$ cat src/rtl/pong_pkg.sv
// Shared types and constants for the rally controller.
package pong_pkg;

    typedef enum logic [2:0] {
        IDLE     = 3'd0,
        SERVE    = 3'd1,
        PLAY     = 3'd2,
        POINT    = 3'd3,
        GAMEOVER = 3'd4
    } state_t;

    localparam logic [3:0] SPEED_MAX = 4'd15;

    // Speed step that holds at SPEED_MAX instead of wrapping.
    function automatic logic [3:0] speed_inc(input logic [3:0] v);
        return (v == SPEED_MAX) ? v : v + 4'd1;
    endfunction

endpackage

$ cat src/rtl/lfsr5.sv
// Free-running 5-bit Fibonacci LFSR, polynomial x^5 + x^3 + 1.
// The seed is non-zero and the polynomial is primitive, so the
// register cycles through all 31 non-zero values and never hits zero.
module lfsr5 (
    input  logic       clk,
    input  logic       reset_n,
    output logic [4:0] q
);

    logic [4:0] lfsr_q;
    logic [4:0] lfsr_d;

    // Shift left, feeding back the XOR of the x^5 and x^3 taps.
    always_comb begin
        lfsr_d = {lfsr_q[3:0], lfsr_q[4] ^ lfsr_q[2]};
    end

    // Step every cycle; reset loads the non-zero seed.
    always_ff @(posedge clk or negedge reset_n) begin
        if (!reset_n) lfsr_q <= 5'b00001;
        else          lfsr_q <= lfsr_d;
    end

    assign q = lfsr_q;

endmodule

$ cat src/rtl/rally_ctrl.sv
// Rally controller: sequences serve, play, point scoring and game over.
// Optional feature: define PONG_SPEED_RAMP_EN to ramp ball speed with
// paddle hits; without it speed stays at SPEED_INIT during a game.
//
// state    | meaning
// IDLE     | after reset, waiting for a start press
// SERVE    | ball held at centre for SERVE_DELAY cycles
// PLAY     | ball live; outs score, hits may ramp speed
// POINT    | one cycle after a score; reload speed, check for a winner
// GAMEOVER | a player reached WIN_SCORE; waiting for a start press
module rally_ctrl
    import pong_pkg::*;
#(
    parameter int SERVE_DELAY   = 2000,
    parameter int WIN_SCORE     = 9,
    parameter int SPEED_INIT    = 4,
    parameter int HITS_PER_STEP = 4
) (
    input  logic       clk,
    input  logic       reset_n,
    input  logic       start,
    input  logic       paddle_hit,
    input  logic       out_left,
    input  logic       out_right,
    output logic       ball_reset,
    output logic [3:0] speed,
    output logic [4:0] entropy,
    output logic [3:0] score_l,
    output logic [3:0] score_r,
    output logic       game_over
);

    localparam logic [11:0] SERVE_LOAD = 12'(SERVE_DELAY - 1);
    localparam logic [3:0]  WIN        = 4'(WIN_SCORE);
    localparam logic [3:0]  SPD_INIT   = 4'(SPEED_INIT);

    state_t      state_q, state_d;
    logic [3:0]  score_l_q, score_l_d;
    logic [3:0]  score_r_q, score_r_d;
    logic [3:0]  speed_q, speed_d;
    logic [11:0] serve_cnt_q, serve_cnt_d;
    logic        start_q;
    logic        ball_reset_q, ball_reset_d;
    logic        game_over_q, game_over_d;
    logic        start_rise;

`ifdef PONG_SPEED_RAMP_EN
    localparam logic [3:0] HIT_LAST = 4'(HITS_PER_STEP - 1);
    logic [3:0] hit_cnt_q, hit_cnt_d;
`else
    logic unused_hit;
    assign unused_hit = paddle_hit;
`endif

    assign start_rise = start & ~start_q;

    lfsr5 u_lfsr (
        .clk     (clk),
        .reset_n (reset_n),
        .q       (entropy)
    );

    // Next-state and next-output computation for the rally sequence.
    always_comb begin
        state_d     = state_q;
        score_l_d   = score_l_q;
        score_r_d   = score_r_q;
        speed_d     = speed_q;
        serve_cnt_d = serve_cnt_q;
`ifdef PONG_SPEED_RAMP_EN
        hit_cnt_d   = hit_cnt_q;
`endif
        case (state_q)
            IDLE, GAMEOVER: begin
                if (start_rise) begin
                    score_l_d   = 4'd0;
                    score_r_d   = 4'd0;
                    speed_d     = SPD_INIT;
                    serve_cnt_d = SERVE_LOAD;
`ifdef PONG_SPEED_RAMP_EN
                    hit_cnt_d   = 4'd0;
`endif
                    state_d     = SERVE;
                end
            end
            SERVE: begin
                if (serve_cnt_q == 12'd0) state_d = PLAY;
                else                      serve_cnt_d = serve_cnt_q - 12'd1;
            end
            PLAY: begin
                // out_left wins a double out; any out masks a paddle hit.
                if (out_left) begin
                    score_r_d = score_r_q + 4'd1;
                    state_d   = POINT;
                end else if (out_right) begin
                    score_l_d = score_l_q + 4'd1;
                    state_d   = POINT;
                end
`ifdef PONG_SPEED_RAMP_EN
                else if (paddle_hit) begin
                    if (hit_cnt_q == HIT_LAST) begin
                        hit_cnt_d = 4'd0;
                        speed_d   = speed_inc(speed_q);
                    end else begin
                        hit_cnt_d = hit_cnt_q + 4'd1;
                    end
                end
`endif
            end
            POINT: begin
                speed_d = SPD_INIT;
`ifdef PONG_SPEED_RAMP_EN
                hit_cnt_d = 4'd0;
`endif
                if (score_l_q == WIN || score_r_q == WIN) begin
                    state_d = GAMEOVER;
                    speed_d = 4'd0;
                end else begin
                    state_d     = SERVE;
                    serve_cnt_d = SERVE_LOAD;
                end
            end
            default: begin
                state_d = IDLE;
                speed_d = 4'd0;
            end
        endcase
        ball_reset_d = (state_d != PLAY);
        game_over_d  = (state_d == GAMEOVER);
    end

    // Register state, counters and outputs; reset aborts to IDLE.
    always_ff @(posedge clk or negedge reset_n) begin
        if (!reset_n) begin
            state_q      <= IDLE;
            score_l_q    <= 4'd0;
            score_r_q    <= 4'd0;
            speed_q      <= 4'd0;
            serve_cnt_q  <= 12'd0;
            start_q      <= 1'b0;
            ball_reset_q <= 1'b1;
            game_over_q  <= 1'b0;
`ifdef PONG_SPEED_RAMP_EN
            hit_cnt_q    <= 4'd0;
`endif
        end else begin
            state_q      <= state_d;
            score_l_q    <= score_l_d;
            score_r_q    <= score_r_d;
            speed_q      <= speed_d;
            serve_cnt_q  <= serve_cnt_d;
            start_q      <= start;
            ball_reset_q <= ball_reset_d;
            game_over_q  <= game_over_d;
`ifdef PONG_SPEED_RAMP_EN
            hit_cnt_q    <= hit_cnt_d;
`endif
        end
    end

    assign ball_reset = ball_reset_q;
    assign speed      = speed_q;
    assign score_l    = score_l_q;
    assign score_r    = score_r_q;
    assign game_over  = game_over_q;

endmodule

$ cat config.mk
export PLATFORM = sky130hd
export DESIGN_NAME = rally_ctrl
export DESIGN_NICKNAME = d
export VERILOG_FILES = /design/src/rtl/pong_pkg.sv /design/src/rtl/lfsr5.sv /design/src/rtl/rally_ctrl.sv
export SDC_FILE = /design/constraint.sdc
export NUM_CORES = 1
export LEC_CHECK = 0
export ABC_CLOCK_PERIOD_IN_PS = 2400
export CAP_MARGIN = 20
export CORE_AREA = 4 4 81 60
export CTS_CLUSTER_DIAMETER = 60
export DETAILED_ROUTE_END_ITERATION = 10
export DIE_AREA = 0 0 85 64
export PLACE_DENSITY = 0.6
export REMOVE_ABC_BUFFERS = 1
export SETUP_SLACK_MARGIN = 0.02
export SLEW_MARGIN = 20
export SYNTH_ARGS = -nofsm -noshare
export SYNTH_HDL_FRONTEND = slang
export SYNTH_HIERARCHICAL = 1
export SYNTH_SLANG_ARGS = --single-unit
$ cat constraint.sdc
create_clock -name clk -period 2.4 [get_ports clk]
set_input_delay 0.48 -clock clk [delete_from_list [all_inputs] [get_ports clk]]
set_output_delay 0.48 -clock clk [all_outputs]
set_load 0.1 [all_outputs]
Fig. 1: run 1, metal layers overlaid
Scale bar: 20 um.
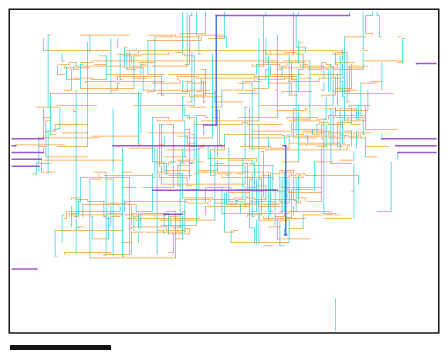
| colour | layer | wire length |
|---|---|---|
| blue | met4 | 39.4 um |
| cyan | met2 | 1450 um |
| orange | met1 | 1700 um |
| purple | met3 | 139 um |
WL final: 3.33 mm
total number of vias: 1231
Avg WL per Cell: 14.0 um
Overall Global Routing Usage: 13.6%

Fig. 2: run 1, the clock network
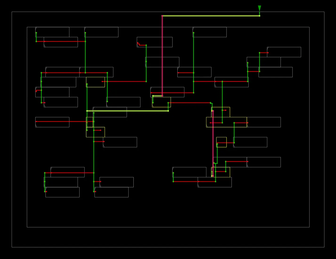
total number of sequential cells: 32
TritonCTS Buffers: 5
clock group total power: 501 uW
Worst-Skew Late Latency: 280 ps
clock tree buffer count of the final layout: 5

==> report_table.html, run 1 <==
<!-- implementation run metrics -->
<table>
<tr><th>Metric</th><th>Value</th></tr>
<tr><th colspan="2">Outcome</th></tr>
<tr><td>Status</td><td>finished, final reports clean</td></tr>
<tr><th colspan="2">Pwr</th></tr>
<tr><td>Power share of the combinational group</td><td>16.5%</td></tr>
<tr><td>Sw Share</td><td>28.5%</td></tr>
<tr><td>P_comb</td><td>231 uW</td></tr>
<tr><td>Switching Power</td><td>399 uW</td></tr>
<tr><th colspan="2">Setup path</th></tr>
<tr><td>Crit Path Category</td><td>flip-flop to flip-flop</td></tr>
<tr><td>Worst path required time</td><td>2560 ps</td></tr>
<tr><td>Endpoint of the lowest-slack register-to-register path</td><td>serve_cnt_q[6]</td></tr>
<tr><td>R2R setup slack</td><td>310 ps</td></tr>
<tr><td>Origin of the worst setup path</td><td>serve_cnt_q[1]</td></tr>
<tr><td>Worst-path fanout max</td><td>5</td></tr>
<tr><td>Series of cell instances along the critical path</td><td>inv_1 &gt; ha_1 &gt; or4b_2 &gt; a2111oi_2 &gt; xnor2_1 &gt; nand2_1</td></tr>
<tr><td>Number of cells on the critical path</td><td>6</td></tr>
<tr><th colspan="2">Worst hold path</th></tr>
<tr><td>Startpoint of the lowest-slack hold path</td><td>u_lfsr/q[3]</td></tr>
<tr><th colspan="2">GRT</th></tr>
<tr><td>Layer carrying the most global-route usage</td><td>met1</td></tr>
<tr><td>Number of antenna violations at the first check in global routing</td><td>0</td></tr>
<tr><td>Met3 capacity usage during global routing</td><td>3.74%</td></tr>
<tr><th colspan="2">Layout</th></tr>
<tr><td>Final design area excluding fillers</td><td>0.00193 sq mm</td></tr>
<tr><td>Count of inverters other than clock inverters in the layout</td><td>4</td></tr>
<tr><td>Most flop-heavy register</td><td>serve_cnt_q</td></tr>
<tr><td>Number of combinational gates with multiple inputs</td><td>111</td></tr>
<tr><td>Number of nets in the layout</td><td>192</td></tr>
<tr><td>Gate Area</td><td>718 sq um</td></tr>
<tr><td>Top cells excl fill/tap</td><td>30 x sky130_fd_sc_hd__dfrtp_1, 23 x sky130_fd_sc_hd__buf_4, 11 x sky130_fd_sc_hd__nand3_1, 10 x sky130_fd_sc_hd__o21ai_0</td></tr>
<tr><td>Comb area share</td><td>37.2%</td></tr>
<tr><th colspan="2">Final timing</th></tr>
<tr><td>TNS Setup</td><td>0 ps</td></tr>
<tr><td>Final setup vio count</td><td>0</td></tr>
<tr><td>Unrepaired setup endpoints after global routing</td><td>false</td></tr>
<tr><td>Post-route clock period utilization</td><td>87.3%</td></tr>
<tr><td>Final Max Tran Viols</td><td>0</td></tr>
<tr><th colspan="2">Clock tree</th></tr>
<tr><td>Htree depth</td><td>2</td></tr>
<tr><td>Clock root buffer</td><td>sky130_fd_sc_hd__clkbuf_8</td></tr>
<tr><td>Hold bufs inserted after CTS</td><td>0</td></tr>
<tr><td>Post CTS Setup Buffer Count</td><td>0</td></tr>
<tr><td>CTS tree</td><td>built</td></tr>
<tr><th colspan="2">Floorplan</th></tr>
<tr><td>Initial standard-cell utilization of the core</td><td>37.9%</td></tr>
<tr><td>IO Count</td><td>25</td></tr>
<tr><th colspan="2">Yosys</th></tr>
<tr><td>Distinct lib cells</td><td>43</td></tr>
<tr><td>Average cell area after synthesis</td><td>10.4 sq um</td></tr>
<tr><td>Most common cell in the synthesized netlist</td><td>sky130_fd_sc_hd__dfrtp_1</td></tr>
<tr><td>Area fraction in mux cells</td><td>0.631%</td></tr>
<tr><td>Post-synthesis cell area</td><td>0.00159 sq mm</td></tr>
<tr><td>Top cell types by occurrence after synthesis</td><td>30 x sky130_fd_sc_hd__dfrtp_1, 11 x sky130_fd_sc_hd__nand3_1, 10 x sky130_fd_sc_hd__o21ai_0</td></tr>
<tr><td>Combinational family with the most area after synthesis</td><td>simple AND/OR/NAND/NOR gates</td></tr>
<tr><td>Cell area leaders</td><td>sky130_fd_sc_hd__dfrtp_1 47%, sky130_fd_sc_hd__ha_1 3.9%, sky130_fd_sc_hd__nand3_1 3.5%, sky130_fd_sc_hd__buf_4 3.3%, sky130_fd_sc_hd__dfstp_2 3.3%</td></tr>
<tr><th colspan="2">Route</th></tr>
<tr><td>Remaining antenna violation count</td><td>0</td></tr>
<tr><td>Drt drc</td><td>0</td></tr>
<tr><td>Met2 wire length</td><td>1.45 mm</td></tr>
</table>
Fig. 3: run 1, pin placement
Pins as bars across the die edge, other pins in grey.
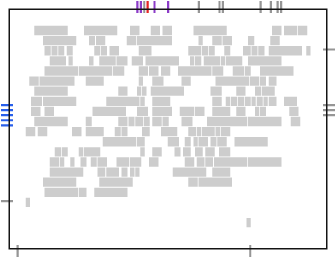
| colour | port | pins | direction | edge |
|---|---|---|---|---|
| blue | `entropy` | 5 | output | left |
| red | `ball_reset` | 1 | output | top |
| purple | `score_l` | 4 | output | top |
die outline height: 64 um
Chip Width: 85 um
tally of buffers added on design ports: 20

Fig. 4: run 1, sequential cells coloured by netlist name
Other sequential cells in the stronger grey, the rest of the logic in the fainter grey.
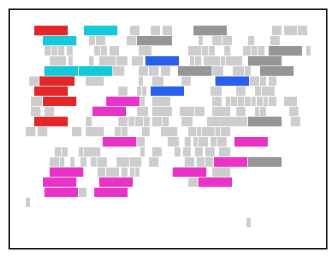
| colour | name in the netlist | placed flops |
|---|---|---|
| blue | `state_q` | 3 |
| magenta | `serve_cnt_q` | 12 |
| red | `u_lfsr/q` | 5 |
| cyan | `score_l` | 4 |
not coloured: 8
sequential fraction of total cell area: 41.6%
total area of sequential cells: 803 sq um
final core utilization: 46.2%

Fig. 5: run 1, routed clock nets over the placement
Scale bar: 20 um.
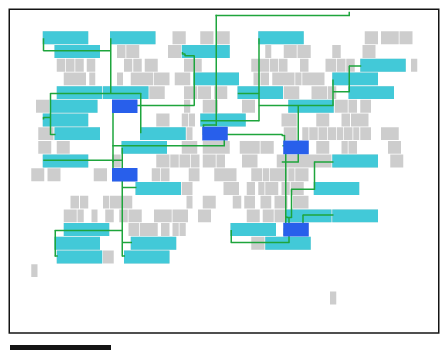

==> inputs of run 2 (changes only) <==
--- a/config.mk
+++ b/config.mk
@@ -11,7 +11,7 @@
 export CTS_CLUSTER_DIAMETER = 60
 export DETAILED_ROUTE_END_ITERATION = 10
 export DIE_AREA = 0 0 85 64
-export PLACE_DENSITY = 0.6
+export PLACE_DENSITY_LB_ADDON = 0.05
 export REMOVE_ABC_BUFFERS = 1
 export SETUP_SLACK_MARGIN = 0.02
 export SLEW_MARGIN = 20
Fig. 6: run 2, routed clock nets over the placement
Scale bar: 20 um.
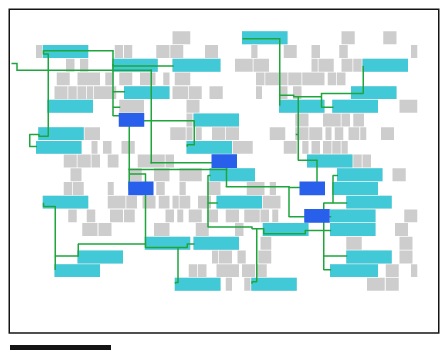
[cyan] flip-flops | count: 32
[blue] cells driving clock nets | count: 5
[green] clock wires | length: 440 um
routed clock nets: 6
clock share of power: 32.7%
clock group total power: 433 uW

Fig. 7: run 2, sequential cells coloured by netlist name
Other sequential cells in the stronger grey, the rest of the logic in the fainter grey.
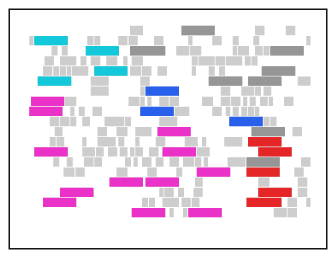
| colour | name in the netlist | placed flops |
|---|---|---|
| magenta | `serve_cnt_q` | 12 |
| blue | `state_q` | 3 |
| cyan | `score_l` | 4 |
| red | `u_lfsr/q` | 5 |
sequential fraction of total cell area: 41.9%
total sequential power: 670 uW
final core utilization: 45.8%

==> run 2 against run 1 <==
Routed wire length is 4.7% lower. Synthesized area did not move. Worst hold slack got worse by 1.5 ps. Global-route usage fell by 0.46 points. Critical path depth did not move. Non-clock buffer count is the same. First-iteration DRC count decreased by 29%. Setup slack got worse by 26 ps. Combinational power fell by 3%. Final cell count did not move. Sequential share of layout area grew 0.30 points. Die size unchanged. Largest cell class unchanged.
==> report_table.html, run 2 <==
<!-- implementation run metrics -->
<table>
<tr><th>Metric</th><th>Value</th></tr>
<tr><th colspan="2">Outcome</th></tr>
<tr><td>Status</td><td>finished, final reports clean (unchanged)</td></tr>
<tr><th colspan="2">Clock tree</th></tr>
<tr><td>Hold bufs inserted after CTS</td><td>0 (unchanged)</td></tr>
<tr><td>Worst-Skew Late Latency</td><td>280 ps (about the same)</td></tr>
<tr><td>CTS tree</td><td>built (unchanged)</td></tr>
<tr><td>Post CTS Setup Buffer Count</td><td>0 (unchanged)</td></tr>
<tr><td>TritonCTS Buffers</td><td>5 (unchanged)</td></tr>
<tr><td>Clock root buffer</td><td>sky130_fd_sc_hd__clkbuf_8 (unchanged)</td></tr>
<tr><th colspan="2">Layout</th></tr>
<tr><td>Number of nets in the layout</td><td>192 (unchanged)</td></tr>
<tr><td>Most flop-heavy register</td><td>serve_cnt_q (unchanged)</td></tr>
<tr><td>Number of combinational gates with multiple inputs</td><td>111 (unchanged)</td></tr>
<tr><td>Top cells excl fill/tap</td><td>30 x sky130_fd_sc_hd__dfrtp_1, 23 x sky130_fd_sc_hd__buf_4, 11 x sky130_fd_sc_hd__nand3_1, 10 x sky130_fd_sc_hd__o21ai_0 (unchanged)</td></tr>
<tr><td>Total area of sequential cells</td><td>803 sq um (unchanged)</td></tr>
<tr><td>Comb area share</td><td>37.5% (was 37.2%)</td></tr>
<tr><td>Clock tree buffer count of the final layout</td><td>6 (was 5)</td></tr>
<tr><td>Gate Area</td><td>718 sq um (unchanged)</td></tr>
<tr><td>Total number of sequential cells</td><td>32 (unchanged)</td></tr>
<tr><td>Final design area excluding fillers</td><td>0.00192 sq mm (was 0.00193 sq mm)</td></tr>
<tr><th colspan="2">Placed design</th></tr>
<tr><td>Tally of buffers added on design ports</td><td>20 (unchanged)</td></tr>
<tr><th colspan="2">Route</th></tr>
<tr><td>Drt drc</td><td>0 (unchanged)</td></tr>
<tr><td>WL final</td><td>3.17 mm (was 3.33 mm)</td></tr>
<tr><td>Met2 wire length</td><td>1.29 mm (was 1.45 mm)</td></tr>
<tr><td>Total number of vias</td><td>1202 (was 1231)</td></tr>
<tr><td>Avg WL per Cell</td><td>13.4 um (was 14.0 um)</td></tr>
<tr><th colspan="2">Setup path</th></tr>
<tr><td>R2R setup slack</td><td>280 ps (was 310 ps)</td></tr>
<tr><td>Crit Path Category</td><td>flip-flop to flip-flop (unchanged)</td></tr>
<tr><td>Endpoint of the lowest-slack register-to-register path</td><td>serve_cnt_q[6] (unchanged)</td></tr>
<tr><td>Series of cell instances along the critical path</td><td>inv_1 &gt; ha_1 &gt; or4b_2 &gt; a2111oi_2 &gt; xnor2_1 &gt; nand2_1 (unchanged)</td></tr>
<tr><td>Worst path required time</td><td>2560 ps (about the same)</td></tr>
<tr><td>Number of cells on the critical path</td><td>6 (unchanged)</td></tr>
<tr><th colspan="2">Worst hold path</th></tr>
<tr><td>Startpoint of the lowest-slack hold path</td><td>u_lfsr/q[1] (was u_lfsr/q[3])</td></tr>
<tr><th colspan="2">Pwr</th></tr>
<tr><td>Power share of the combinational group</td><td>16.9% (was 16.5%)</td></tr>
<tr><td>P_comb</td><td>224 uW (was 231 uW)</td></tr>
<tr><td>Sw Share</td><td>30.1% (was 28.5%)</td></tr>
<tr><td>Switching Power</td><td>400 uW (was 399 uW)</td></tr>
<tr><th colspan="2">GRT</th></tr>
<tr><td>Met3 capacity usage during global routing</td><td>4.12% (was 3.74%)</td></tr>
<tr><td>Overall Global Routing Usage</td><td>13.1% (was 13.6%)</td></tr>
<tr><td>Layer carrying the most global-route usage</td><td>met1 (unchanged)</td></tr>
<tr><th colspan="2">Final timing</th></tr>
<tr><td>Final setup vio count</td><td>0 (unchanged)</td></tr>
<tr><td>Unrepaired setup endpoints after global routing</td><td>false (unchanged)</td></tr>
<tr><td>TNS Setup</td><td>0 ps (unchanged)</td></tr>
<tr><td>Post-route clock period utilization</td><td>88.4% (was 87.3%)</td></tr>
<tr><td>Final Max Tran Viols</td><td>0 (unchanged)</td></tr>
<tr><th colspan="2">Yosys</th></tr>
<tr><td>Average cell area after synthesis</td><td>10.4 sq um (unchanged)</td></tr>
<tr><td>Most common cell in the synthesized netlist</td><td>sky130_fd_sc_hd__dfrtp_1 (unchanged)</td></tr>
<tr><td>Top cell types by occurrence after synthesis</td><td>30 x sky130_fd_sc_hd__dfrtp_1, 11 x sky130_fd_sc_hd__nand3_1, 10 x sky130_fd_sc_hd__o21ai_0 (unchanged)</td></tr>
<tr><td>Cell area leaders</td><td>sky130_fd_sc_hd__dfrtp_1 47%, sky130_fd_sc_hd__ha_1 3.9%, sky130_fd_sc_hd__nand3_1 3.5%, sky130_fd_sc_hd__buf_4 3.3%, sky130_fd_sc_hd__dfstp_2 3.3% (unchanged)</td></tr>
<tr><td>Post-synthesis cell area</td><td>0.00159 sq mm (unchanged)</td></tr>
<tr><th colspan="2">Floorplan</th></tr>
<tr><td>IO Count</td><td>25 (unchanged)</td></tr>
<tr><td>Die outline height</td><td>64 um (unchanged)</td></tr>
</table>
Fig. 8: run 2, pin placement
Pins as bars across the die edge, other pins in grey.
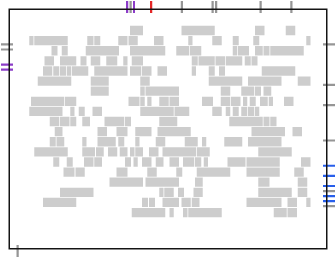

==> inputs of run 3 (changes only) <==
--- a/config.mk
+++ b/config.mk
@@ -11,7 +11,7 @@
 export CTS_CLUSTER_DIAMETER = 60
 export DETAILED_ROUTE_END_ITERATION = 10
 export DIE_AREA = 0 0 85 64
-export PLACE_DENSITY_LB_ADDON = 0.05
+export PLACE_DENSITY = 0.61
 export REMOVE_ABC_BUFFERS = 1
 export SETUP_SLACK_MARGIN = 0.02
 export SLEW_MARGIN = 20
Fig. 9: run 3, pin placement
Pins as bars across the die edge, other pins in grey.
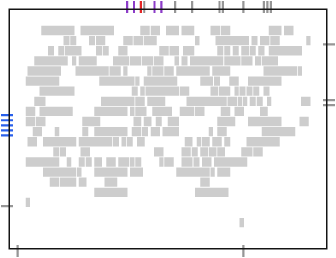
| colour | port | pins | direction | edge |
|---|---|---|---|---|
| blue | `entropy` | 5 | output | left |
| red | `ball_reset` | 1 | output | top |
| purple | `score_l` | 4 | output | top |
all pins by edge: 14 top, 6 left, 3 right, 2 bottom

==> run 3 against run 2 <==
Worst hold slack worse by 9.2 ps. Sequential share of layout area is 0.46 points lower. Die size unchanged. Synthesized cell count stayed put. Final cell count rose by 0.42%. Sequential power barely moved. Maximum frequency is 0.42% higher. Via count is 1.7% higher. Routed wire length grew 1.5%. First-iteration DRC count rose by 11%. Critical path type unchanged. Highest routed layer unchanged.
==> report_table.html, run 3 <==
<!-- implementation run metrics -->
<table>
<tr><th>Metric</th><th>Value</th></tr>
<tr><th colspan="2">Clock tree</th></tr>
<tr><td>Hold bufs inserted after CTS</td><td>0 (unchanged)</td></tr>
<tr><td>CTS tree</td><td>built (unchanged)</td></tr>
<tr><td>Htree depth</td><td>2 (unchanged)</td></tr>
<tr><td>Clock root buffer</td><td>sky130_fd_sc_hd__clkbuf_8 (unchanged)</td></tr>
<tr><td>Worst-Skew Late Latency</td><td>280 ps (about the same)</td></tr>
<tr><td>TritonCTS Buffers</td><td>5 (unchanged)</td></tr>
<tr><th colspan="2">Route</th></tr>
<tr><td>WL final</td><td>3.22 mm (was 3.17 mm)</td></tr>
<tr><td>Total number of vias</td><td>1223 (was 1202)</td></tr>
<tr><th colspan="2">Final timing</th></tr>
<tr><td>Unrepaired setup endpoints after global routing</td><td>false (unchanged)</td></tr>
<tr><td>Post-route clock period utilization</td><td>88.0% (was 88.4%)</td></tr>
<tr><th colspan="2">Placed design</th></tr>
<tr><td>Tally of buffers added on design ports</td><td>20 (unchanged)</td></tr>
<tr><th colspan="2">GRT</th></tr>
<tr><td>Overall Global Routing Usage</td><td>13.6% (was 13.1%)</td></tr>
<tr><th colspan="2">Layout</th></tr>
<tr><td>Number of nets in the layout</td><td>193 (was 192)</td></tr>
<tr><td>Gate Area</td><td>718 sq um (unchanged)</td></tr>
<tr><td>Total area of sequential cells</td><td>803 sq um (unchanged)</td></tr>
<tr><td>Total number of sequential cells</td><td>32 (unchanged)</td></tr>
<tr><td>Most flop-heavy register</td><td>serve_cnt_q (unchanged)</td></tr>
<tr><td>Comb area share</td><td>37.1% (was 37.5%)</td></tr>
<tr><td>Top cells excl fill/tap</td><td>30 x sky130_fd_sc_hd__dfrtp_1, 24 x sky130_fd_sc_hd__buf_4, 11 x sky130_fd_sc_hd__nand3_1, 10 x sky130_fd_sc_hd__o21ai_0 (was 30 x sky130_fd_sc_hd__dfrtp_1, 23 x sky130_fd_sc_hd__buf_4, 11 x sky130_fd_sc_hd__nand3_1, 10 x sky130_fd_sc_hd__o21ai_0)</td></tr>
<tr><td>Final design area excluding fillers</td><td>0.00194 sq mm (was 0.00192 sq mm)</td></tr>
<tr><th colspan="2">Floorplan</th></tr>
<tr><td>Chip Width</td><td>85 um (unchanged)</td></tr>
<tr><th colspan="2">Pwr</th></tr>
<tr><td>Power share of the combinational group</td><td>16.4% (was 16.9%)</td></tr>
<tr><td>Sw Share</td><td>28.4% (was 30.1%)</td></tr>
<tr><td>Clock share of power</td><td>35.8% (was 32.7%)</td></tr>
<tr><td>P_comb</td><td>229 uW (was 224 uW)</td></tr>
<tr><td>Clock group total power</td><td>502 uW (was 433 uW)</td></tr>
<tr><th colspan="2">Yosys</th></tr>
<tr><td>Distinct lib cells</td><td>43 (unchanged)</td></tr>
<tr><td>Area fraction in mux cells</td><td>0.631% (unchanged)</td></tr>
<tr><td>Top cell types by occurrence after synthesis</td><td>30 x sky130_fd_sc_hd__dfrtp_1, 11 x sky130_fd_sc_hd__nand3_1, 10 x sky130_fd_sc_hd__o21ai_0 (unchanged)</td></tr>
<tr><td>Cell area leaders</td><td>sky130_fd_sc_hd__dfrtp_1 47%, sky130_fd_sc_hd__ha_1 3.9%, sky130_fd_sc_hd__nand3_1 3.5%, sky130_fd_sc_hd__buf_4 3.3%, sky130_fd_sc_hd__dfstp_2 3.3% (unchanged)</td></tr>
<tr><th colspan="2">Setup path</th></tr>
<tr><td>Series of cell instances along the critical path</td><td>inv_1 &gt; ha_1 &gt; or4b_2 &gt; a2111oi_2 &gt; xnor2_1 &gt; nand2_1 (unchanged)</td></tr>
<tr><td>Origin of the worst setup path</td><td>serve_cnt_q[0] (unchanged)</td></tr>
<tr><td>Worst path required time</td><td>2550 ps (was 2560 ps)</td></tr>
<tr><td>R2R setup slack</td><td>290 ps (was 280 ps)</td></tr>
<tr><td>Worst-path fanout max</td><td>5 (unchanged)</td></tr>
<tr><td>Number of cells on the critical path</td><td>6 (unchanged)</td></tr>
<tr><th colspan="2">Outcome</th></tr>
<tr><td>Status</td><td>finished, final reports clean (unchanged)</td></tr>
</table>
Fig. 10: run 3, sequential cells coloured by netlist name
Other sequential cells in the stronger grey, the rest of the logic in the fainter grey.
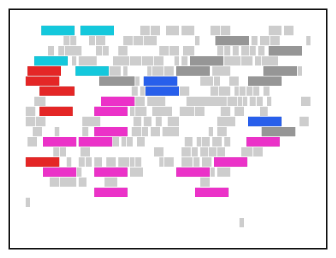
| colour | name in the netlist | placed flops |
|---|---|---|
| red | `u_lfsr/q` | 5 |
| cyan | `score_l` | 4 |
| magenta | `serve_cnt_q` | 12 |
| blue | `state_q` | 3 |
total sequential power: 669 uW
final core utilization: 46.3%
sequential fraction of total cell area: 41.5%

No activity file was given, so power comes from the tool's default toggle rates.
